**src/rtl/data_mem_ctrl_if.sv**
```systemverilog
// CPU-side load/store handshake for data_mem_ctrl: request fields in,
// ready/done/err status and load result out.
interface data_mem_ctrl_if;
  logic        req;
  logic        wr;
  logic [1:0]  size;
  logic        sext;
  logic [8:0]  addr;
  logic [31:0] wdata;
  logic        ready;
  logic        done;
  logic        err;
  logic [31:0] rdata;

  modport master (
    output req, wr, size, sext, addr, wdata,
    input  ready, done, err, rdata
  );

  modport slave (
    input  req, wr, size, sext, addr, wdata,
    output ready, done, err, rdata
  );
endinterface

```
**src/rtl/data_mem_ctrl.sv**
```systemverilog
// Load/store controller in front of a 128x32 word memory: byte/half/word
// accesses, read-modify-write for subword stores, sign/zero-extended loads.
module data_mem_ctrl (
  input  logic                 clk,
  input  logic                 rst,
  data_mem_ctrl_if.slave       bus,
  output logic                 mem_we,
  output logic [6:0]           mem_addr,
  output logic [31:0]          mem_din,
  input  logic [31:0]          mem_dout
);

  typedef enum logic [1:0] {IDLE, RD, WR, RESP} state_t;

  state_t      state, next_state;
  logic        lat_wr;
  logic [1:0]  lat_size;
  logic        lat_sext;
  logic [8:0]  lat_addr;
  logic [31:0] lat_wdata;
  logic [31:0] merge_q;
  logic [31:0] rdata_q;
  logic [31:0] load_val;
  logic [7:0]  lane_byte;
  logic [15:0] lane_half;
  logic        accept;
  logic        bad_in;
  logic        lat_bad;

  function automatic logic misaligned(input logic [1:0] size, input logic [1:0] lane);
    return (size == 2'b11) || (size == 2'b01 && lane[0]) || (size == 2'b10 && lane != 2'b00);
  endfunction

  assign accept  = (state == IDLE) && bus.req;
  assign bad_in  = misaligned(bus.size, bus.addr[1:0]);
  assign lat_bad = misaligned(lat_size, lat_addr[1:0]);

  always_ff @(posedge clk) begin
    if (rst) state <= IDLE;
    else     state <= next_state;
  end

  // Word stores skip the read; everything else valid goes through RD first.
  always_comb begin
    next_state = state;
    case (state)
      IDLE: begin
        if (bus.req) begin
          if (bad_in)                             next_state = RESP;
          else if (bus.wr && bus.size == 2'b10)   next_state = WR;
          else                                    next_state = RD;
        end
      end
      RD:      next_state = lat_wr ? WR : RESP;
      WR:      next_state = RESP;
      RESP:    next_state = IDLE;
      default: next_state = IDLE;
    endcase
  end

  always_comb begin
    lane_byte = mem_dout[{lat_addr[1:0], 3'b000} +: 8];
    lane_half = lat_addr[1] ? mem_dout[31:16] : mem_dout[15:0];
    case (lat_size)
      2'b00:   load_val = {{24{lat_sext & lane_byte[7]}}, lane_byte};
      2'b01:   load_val = {{16{lat_sext & lane_half[15]}}, lane_half};
      default: load_val = mem_dout;
    endcase
  end

  always_ff @(posedge clk) begin
    if (rst) begin
      lat_wr    <= 1'b0;
      lat_size  <= 2'b00;
      lat_sext  <= 1'b0;
      lat_addr  <= '0;
      lat_wdata <= '0;
      merge_q   <= '0;
      rdata_q   <= '0;
    end else begin
      if (accept) begin
        lat_wr    <= bus.wr;
        lat_size  <= bus.size;
        lat_sext  <= bus.sext;
        lat_addr  <= bus.addr;
        lat_wdata <= bus.wdata;
        if (bad_in) rdata_q <= '0;
      end
      if (state == RD) begin
        if (lat_wr) merge_q <= mem_dout;
        else        rdata_q <= load_val;
      end
    end
  end

  // Splice the store lane(s) into the word captured during RD.
  always_comb begin
    mem_din = merge_q;
    case (lat_size)
      2'b00:   mem_din[{lat_addr[1:0], 3'b000} +: 8] = lat_wdata[7:0];
      2'b01:   mem_din[{lat_addr[1], 4'b0000} +: 16] = lat_wdata[15:0];
      default: mem_din = lat_wdata;
    endcase
  end

  assign mem_we    = (state == WR) && !rst;
  assign mem_addr  = lat_addr[8:2];
  assign bus.ready = (state == IDLE);
  assign bus.done  = (state == RESP);
  assign bus.err   = (state == RESP) && lat_bad;
  assign bus.rdata = rdata_q;

endmodule
```
**src/flat_wrapper.sv**
```systemverilog
// flat-port wrapper written by rule: the top's interface ports become plain ports
module data_mem_ctrl_flat 
  (clk, rst, mem_we, mem_addr, mem_din, mem_dout, bus_req, bus_wr, bus_size, bus_sext, bus_addr, bus_wdata, bus_ready, bus_done, bus_err, bus_rdata);
  data_mem_ctrl_if bus_i ();
  input  logic clk;
  input  logic rst;
  output logic mem_we;
  output logic [6:0] mem_addr;
  output logic [31:0] mem_din;
  input  logic [31:0] mem_dout;
  input wire logic [$bits(bus_i.req)-1:0] bus_req;
  input wire logic [$bits(bus_i.wr)-1:0] bus_wr;
  input wire logic [$bits(bus_i.size)-1:0] bus_size;
  input wire logic [$bits(bus_i.sext)-1:0] bus_sext;
  input wire logic [$bits(bus_i.addr)-1:0] bus_addr;
  input wire logic [$bits(bus_i.wdata)-1:0] bus_wdata;
  output wire logic [$bits(bus_i.ready)-1:0] bus_ready;
  output wire logic [$bits(bus_i.done)-1:0] bus_done;
  output wire logic [$bits(bus_i.err)-1:0] bus_err;
  output wire logic [$bits(bus_i.rdata)-1:0] bus_rdata;
  assign bus_i.req = bus_req;
  assign bus_i.wr = bus_wr;
  assign bus_i.size = bus_size;
  assign bus_i.sext = bus_sext;
  assign bus_i.addr = bus_addr;
  assign bus_i.wdata = bus_wdata;
  assign bus_ready = bus_i.ready;
  assign bus_done = bus_i.done;
  assign bus_err = bus_i.err;
  assign bus_rdata = bus_i.rdata;
  data_mem_ctrl u_core (.clk(clk), .rst(rst), .bus(bus_i), .mem_we(mem_we), .mem_addr(mem_addr), .mem_din(mem_din), .mem_dout(mem_dout));
endmodule
```
**config.mk**
```make
export PLATFORM = sky130hd
export DESIGN_NAME = data_mem_ctrl_flat
export DESIGN_NICKNAME = d
export VERILOG_FILES = /design/src/rtl/data_mem_ctrl_if.sv /design/src/rtl/data_mem_ctrl.sv /design/src/flat_wrapper.sv
export SDC_FILE = /design/constraint.sdc
export NUM_CORES = 1
export LEC_CHECK = 0
export ABC_AREA = 1
export CAP_MARGIN = 30
export CORE_MARGIN = 10
export CORE_UTILIZATION = 44
export DETAILED_ROUTE_END_ITERATION = 10
export GPL_TIMING_DRIVEN = 0
export PLACE_DENSITY = 0.83
export SLEW_MARGIN = 20
export SYNTH_ARGS = -nofsm -noshare
export SYNTH_HDL_FRONTEND = slang
export SYNTH_SLANG_ARGS = --single-unit
export TNS_END_PERCENT = 10
```
**constraint.sdc**
```tcl
create_clock -name clk -period 2.2 [get_ports clk]
set_input_delay 0.66 -clock clk [delete_from_list [all_inputs] [get_ports clk]]
set_output_delay 0.66 -clock clk [all_outputs]
set_load 0.05 [all_outputs]
```
==> results.py <==
# Synthesis and PnR figures
metrics = {
    "routing": {
        "wirelength_met1_um": 9070,
        "wire_per_inst_um": 18.6,
        "dr_total_vias": 6631,
        "dr.pass1.iters": 6,
        "wl_met2_um": 10300,
    },
    "synthesis": {
        "top_area_cell": "dfxtp_1",
        "ys_seq_elements": 111,
        "synth-edff-count": 0,
        "yosys_warnings": 0,
        "simple_gate_area_share_pct": 23.2,
        "top_cell": "nand2_1",
        "top_area_share_pct": 38.7,
        "topCellsByArea": "dfxtp_1, nand2_1, o21ai_0",
        "synthXorXnorAreaFrac_pct": 0,
        "async_reset_ff_share_pct": 0,
        "netlist_area_um2": 5740,
    },
    "die": {
        "fp.dieArea_um2": 18000,
        "die_y_um": 134,
        "io-pin-count": 155,
    },
    "outcome": {
        "status": "complete, but fails checks",
        "violations": "setup timing",
    },
    "placement": {
        "placed_area_um2": 7630,
        "hpwlAfterDp_um": 17100,
        "place_ws_ns": -1.02,
    },
    "critical_path": {
        "cp.depth": 10,
        "cpPeakStageDelay_ns": 0.34,
        "cpMaxStageDelayCell": "dfxtp_2",
        "r2r_cells": 10,
        "arrival_ns": 2.06,
        "crit_type": "flop to primary output",
    },
    "clocking": {
        "clk_pin_slew_ns": 0.07,
        "cts_made_buffers": 9,
        "clock_path_buffers": 2,
        "post_cts_resized": 264,
        "clockRootBuffer": "clkbuf_16",
        "ctsHoldBuffers": 0,
    },
    "final_timing": {
        "final_hold_viol_count": 0,
        "setup_viol": 34,
        "max_freq_mhz": 368,
        "setup_ws_ns": -0.518,
        "slew_viol_final": 0,
        "relSlewSlack_pct": 58.5,
    },
    "global_route": {
        "met3_usage_pct": 5.38,
        "first_global_vias": 6108,
        "use_met2_pct": 37.6,
    },
    "worst_hold_path": {
        "min_path_type": "flop to flop",
        "hold_depth": 2,
        "min_from": "u_core.bus.rdata[12]$_SDFF_PP0_",
    },
    "cells_and_area": {
        "lay_top_cells": "nand2_1, dfxtp_1, o21ai_0",
        "buffers": 227,
        "antenna_cells": 0,
        "lay_top_count": "nand2_1",
        "clock_tree_area_fraction_pct": 3.45,
        "fin_nets": 1103,
        "top_area_cell_class": "logic gates",
    },
    "power_and_ir_drop": {
        "p_leak_uw": 0.00353,
        "share_comb_of_total_power_pct": 58.4,
        "power.group.top": "combinational cells",
        "intPower_uw": 5520,
    },
    "job": {
        "max-cap-violations": 0,
    },
}
Figure 1. Floorplan with the power grid.
Drawn at 3 px/um. Pins as bars on the die edge.
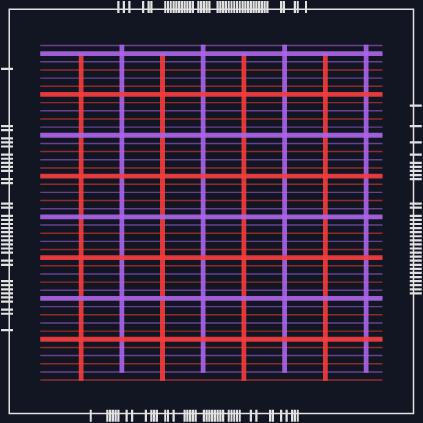
Purple marks VDD. Red marks VSS.
155 signal pins sit on the boundary. 8 straps on met5.

Figure 2. Clock nets.
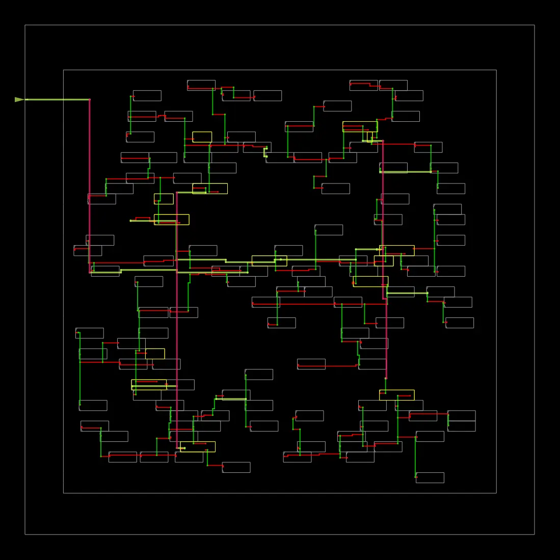
# clk buffers: 14
FF+latch count: 111
clk_skew: 0.00558 ns

Figure 3. Cell density map.
Drawn at 3 px/um. The die is cut into 13 by 13 equal tiles; black is low, pale yellow is high, 0 to 100% covered.
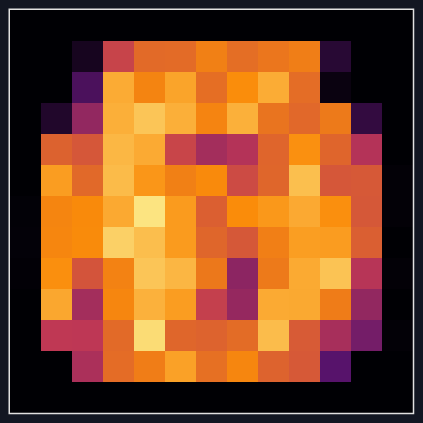
The mean over all tiles is 45%. 23% of the tiles are over 75% full. 32% of the tiles are nearly empty. The fullest tile reaches 94%. The densest ninth of the die: centre.
final core occ: 64.8%
core box area: 12700 um2
Pre-Place Util: 45.1%

Figure 4. Where the registers sit.
Drawn at 3 px/um. Other sequential cells in the stronger grey, the rest of the logic in the fainter grey.
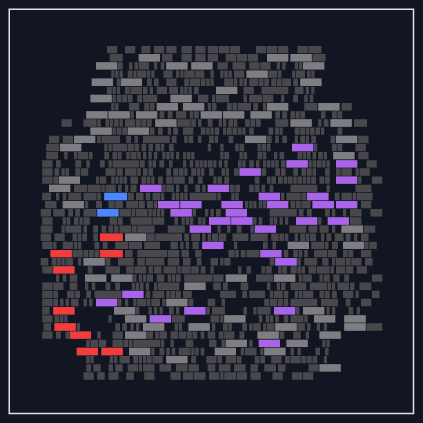
Purple marks u_core.merge_q, placed flops 32. Blue marks u_core.lat_size, placed flops 2. Red marks u_core.lat_addr, placed flops 9, where south-west.
flop share of the area: 27.0%
P_seq: 2880 uW
sequential standard cell area: 2230 um2

Figure 5. M2 wires.
Drawn at 3 px/um.
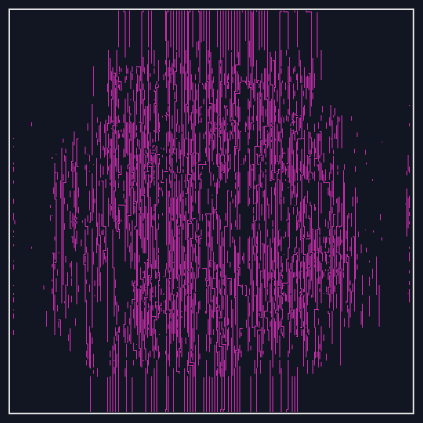
The layer carries 10300 um of wire. 916 nets have wire on it. The longest straight run is 51.7 um. The wires run mostly vertical. The layer holds 47% of the routed length.

Power is estimated from default activity; no workload was simulated.
